$ cat config.mk
export PLATFORM = sky130hd
export DESIGN_NAME = address_unit
export DESIGN_NICKNAME = d
export VERILOG_FILES = /design/src/rtl/address_unit.sv
export SDC_FILE = /design/constraint.sdc
export NUM_CORES = 1
export LEC_CHECK = 0
export ABC_AREA = 1
export CORE_MARGIN = 5
export CORE_UTILIZATION = 58
export DETAILED_ROUTE_END_ITERATION = 7
export PLACE_DENSITY = 0.81
export SLEW_MARGIN = 15
export SYNTH_ARGS = -nofsm -noshare
export SYNTH_HDL_FRONTEND = slang
export SYNTH_SLANG_ARGS = --single-unit
$ cat constraint.sdc
create_clock -name clk -period 2 [get_ports clk]
set_input_delay 0.4 -clock clk [delete_from_list [all_inputs] [get_ports clk]]
set_output_delay 0.4 -clock clk [all_outputs]
set_load 0.02 [all_outputs]
$ cat src/rtl/address_unit.sv
// ---------------------------------------------------------------------------
// address_unit
//   Generates instruction and data addresses for the core. It holds one
//   program counter and NUM_AR address registers. A byte-serial temp
//   assembler gathers an ADDR_W-bit operand from the DATA_W-bit bus, one
//   lane per tmpWr.
//
// Optional feature macro: PC_REL_EN
//   When defined, this adds the pcRel input, which moves the PC by the
//   sign-extended value of temp lane 0.
//
// Ports:
//   clk, n_rst       clock (rising edge), asynchronous active-low reset
//   data             byte written into the next temp lane
//   tmpWr / tmpClr   temp lane write / restart of the temp sequence
//   srcSel           load source: 0 = temp, 1 = current PC
//   pcInc / pcLoad   PC increment / PC load (pcInc wins)
//   pcRel            (PC_REL_EN only) PC += sext(temp lane 0)
//   arSel            index of the address register being operated on
//   arInc/arDec/arLoad  ops on the selected AR (inc > dec > load)
//   tmpFull          all temp lanes written since the last restart
//   programCounter   current PC
//   addressRegister  AR[arSel], or 0 when arSel is out of range
// ---------------------------------------------------------------------------
module address_unit #(
    parameter int ADDR_W = 16,
    parameter int DATA_W = 8,
    parameter int NUM_AR = 2,
    parameter logic [ADDR_W-1:0] RESET_VECTOR = '0,
    localparam int SEL_W = (NUM_AR > 1) ? $clog2(NUM_AR) : 1
) (
    input  logic              clk,
    input  logic              n_rst,
    input  logic [DATA_W-1:0] data,
    input  logic              tmpWr,
    input  logic              tmpClr,
    input  logic              srcSel,
    input  logic              pcInc,
    input  logic              pcLoad,
`ifdef PC_REL_EN
    input  logic              pcRel,
`endif
    input  logic [SEL_W-1:0]  arSel,
    input  logic              arInc,
    input  logic              arDec,
    input  logic              arLoad,
    output logic              tmpFull,
    output logic [ADDR_W-1:0] programCounter,
    output logic [ADDR_W-1:0] addressRegister
);

    localparam int BYTES  = (ADDR_W + DATA_W - 1) / DATA_W;
    localparam int WIDE_W = BYTES * DATA_W;
    localparam int PTR_W  = (BYTES > 1) ? $clog2(BYTES) : 1;

    logic [ADDR_W-1:0] r_pc;
    logic [ADDR_W-1:0] r_ar [NUM_AR];
    logic [ADDR_W-1:0] r_temp;
    logic [PTR_W-1:0]  r_bptr;
    logic              r_full;

    logic              w_ar_ok;
    logic              w_rel;
    logic              w_consume;
    logic [PTR_W-1:0]  w_lane;
    logic              w_last;
    logic [WIDE_W-1:0] w_wide;
    logic [ADDR_W-1:0] w_src;
    logic [ADDR_W-1:0] w_ar_out;

`ifdef PC_REL_EN
    assign w_rel = pcRel;
`else
    assign w_rel = 1'b0;
`endif

    // An out-of-range arSel disables the AR strobes entirely, including
    // their consumption of the temp.
    assign w_ar_ok   = (int'(arSel) < NUM_AR);
    assign w_consume = (!srcSel && (pcLoad || (arLoad && w_ar_ok))) || w_rel;
    assign w_src     = srcSel ? r_pc : r_temp;

    // A write restarts at lane 0 when the previous operand is complete or
    // is being consumed this cycle. A consuming load still sees the old
    // r_temp because r_temp only changes at the edge.
    always_comb begin
        w_lane = (w_consume || r_full) ? '0 : r_bptr;
        w_last = (int'(w_lane) == BYTES - 1);
        w_wide = WIDE_W'(r_temp);
        w_wide[int'(w_lane)*DATA_W +: DATA_W] = data;
    end

    always_comb begin
        w_ar_out = '0;
        for (int i = 0; i < NUM_AR; i++)
            if (int'(arSel) == i) w_ar_out = r_ar[i];
    end

    always_ff @(posedge clk or negedge n_rst) begin
        if (!n_rst) begin
            r_temp <= '0;
            r_bptr <= '0;
            r_full <= 1'b0;
        end else if (tmpClr) begin
            // Contents stay put and any simultaneous tmpWr is dropped.
            r_bptr <= '0;
            r_full <= 1'b0;
        end else if (tmpWr) begin
            r_temp <= w_wide[ADDR_W-1:0];
            r_bptr <= w_last ? '0 : w_lane + PTR_W'(1);
            r_full <= w_last;
        end else if (w_consume) begin
            r_bptr <= '0;
            r_full <= 1'b0;
        end
    end

    always_ff @(posedge clk or negedge n_rst) begin
        if (!n_rst)
            r_pc <= RESET_VECTOR;
        else if (pcInc)
            r_pc <= r_pc + ADDR_W'(1);
        else if (w_rel)
            r_pc <= r_pc + ADDR_W'($signed(r_temp[DATA_W-1:0]));
        else if (pcLoad)
            r_pc <= w_src;
    end

    always_ff @(posedge clk or negedge n_rst) begin
        if (!n_rst) begin
            for (int i = 0; i < NUM_AR; i++) r_ar[i] <= RESET_VECTOR;
        end else begin
            for (int i = 0; i < NUM_AR; i++) begin
                if (int'(arSel) == i) begin
                    if (arInc)       r_ar[i] <= r_ar[i] + ADDR_W'(1);
                    else if (arDec)  r_ar[i] <= r_ar[i] - ADDR_W'(1);
                    else if (arLoad) r_ar[i] <= w_src;
                end
            end
        end
    end

    assign tmpFull         = r_full;
    assign programCounter  = r_pc;
    assign addressRegister = w_ar_out;

endmodule
==> Slide: Implementation Results <==
Implementation Results

Status
  – Status: completed

Finish
  – Final core utilization: 72.0%
  – Antenna cells: 0
  – Comb gates: 650
  – Top reg by flops: r_ar
  – Clock network area share: 3.67%
  – Non-clock buffers: 100
  – Seq. cell area: 1650 um^2
  – Buffering overhead: 13.9%
  – P&R area growth vs syn: 20.0%

Run
  – Max-cap violations: 0
  – Tool Warnings: 29

Global routing
  – First-pass GRT wire length: 28200 um
  – Largest net degree at the start of global routing: 67
  – Initial antenna violation count: 0
  – Number of global-route vias before repair: 5728
  – Met2 Resource Use GR: 49.3%
  – Gr ovfl total: 0

STA
  – Rel. slew slack: 62.4%
  – Fmax: 508 MHz
  – Clock skew: 0.0157 ns
  – Hold_ws: 0.0511 ns
  – Worst slew pin tran: 0.561 ns

CTS
  – Clk pin slew, worst setup/hold paths: 0.09 ns
  – H-tree Lvls: 3
  – Setup bufs post-CTS: 0
  – Clk root buf: clkbuf_8
  – Clock Sinks: 66

Power
  – Clk pwr share: 23.9%
  – Clk. pwr: 1.37 mW
  – Pwr per Cell Area: 910 nW/um^2
  – Worst vdd ir: 0.616 mV
  – Sequential cell power: 2.02 mW

Detailed routing
  – DRC: 0
  – Met3 wire len: 1550 um
  – Post-DRT Antenna Nets: 0
  – Wire per inst: 16.6 um
  – Top sig layer: met4

Logic synthesis
  – Xor/xnor share: 2.33%
  – Synthesized instance count: 833
  – Post-synth cell types: 41
  – Adder Area Share: 1.19%
  – Simple logic cell fraction of the synthesized area: 41.3%
  – Syn nets: 857
  – EDFF count, synth: 0
  – Syn Area/Cell: 6.31 um^2
  – Ys flop type: dfrtp_1
  – Most frequent cell after synthesis: nand2_1
  – Compound Share, Synth: 14.2%
  – Post-synth ARST share: 100%

Setup path
  – Critical Path, Cell by Cell: clkdlybuf4s50_1, buf_12, nand2_1, o21ai_0, clkdlybuf4s15_1
  – R2R Setup Slk: 0.17 ns
  – R2r endpoint: r_ar[8]$_DFFE_PN0P_
  – Reg-to-Reg Start: r_ar[0]$_DFFE_PN0P_
  – Register-to-Register Path Depth: 9
  – Critical Path Fanout Max: 34
  – CP Depth: 5

Die
  – Row count: 34
  – Die height: 105 um
  – Fp util: 60.0%
  – Die area: 11100 um^2

Place
  – Hpwl dp: 12800 um

Min path
  – Hold Crit Class: primary input to asynchronous set/reset pin
Fig. 1: met3 routing
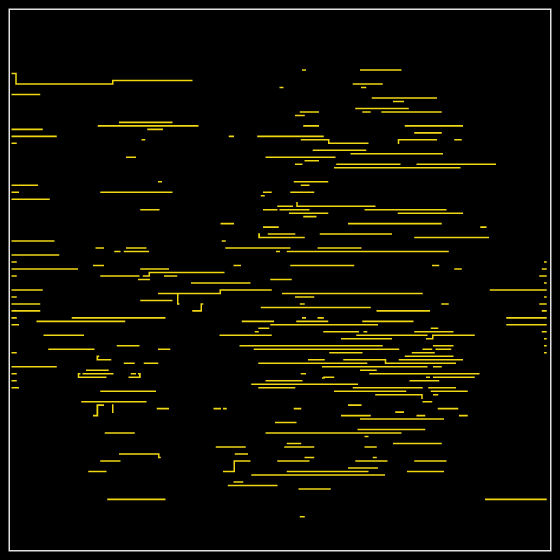
The longest straight run is 31.3 um. The wires run mostly horizontal.

Fig. 2: selected gate families
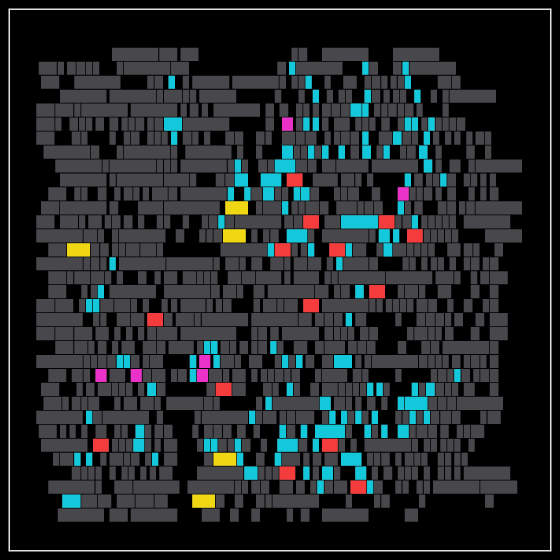
Red stands for xor and xnor cells, cells 14. Cyan stands for nor cells, cells 115. Yellow stands for fa/ha/maj cells, cells 5. Magenta stands for and/or cells, cells 6.

Fig. 3: where the registers sit
Bar = 20 um.
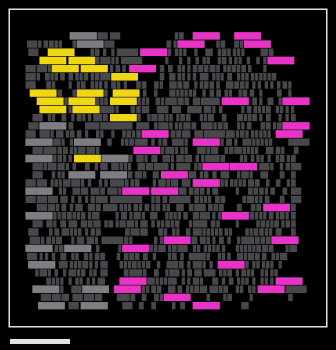
Magenta stands for r_ar, flops 32. Yellow stands for r_temp, flops 16, where north-west.
Another 18 sequential cells are not coloured.

Power figures rest on the tool's default switching activity, not on a simulated workload.
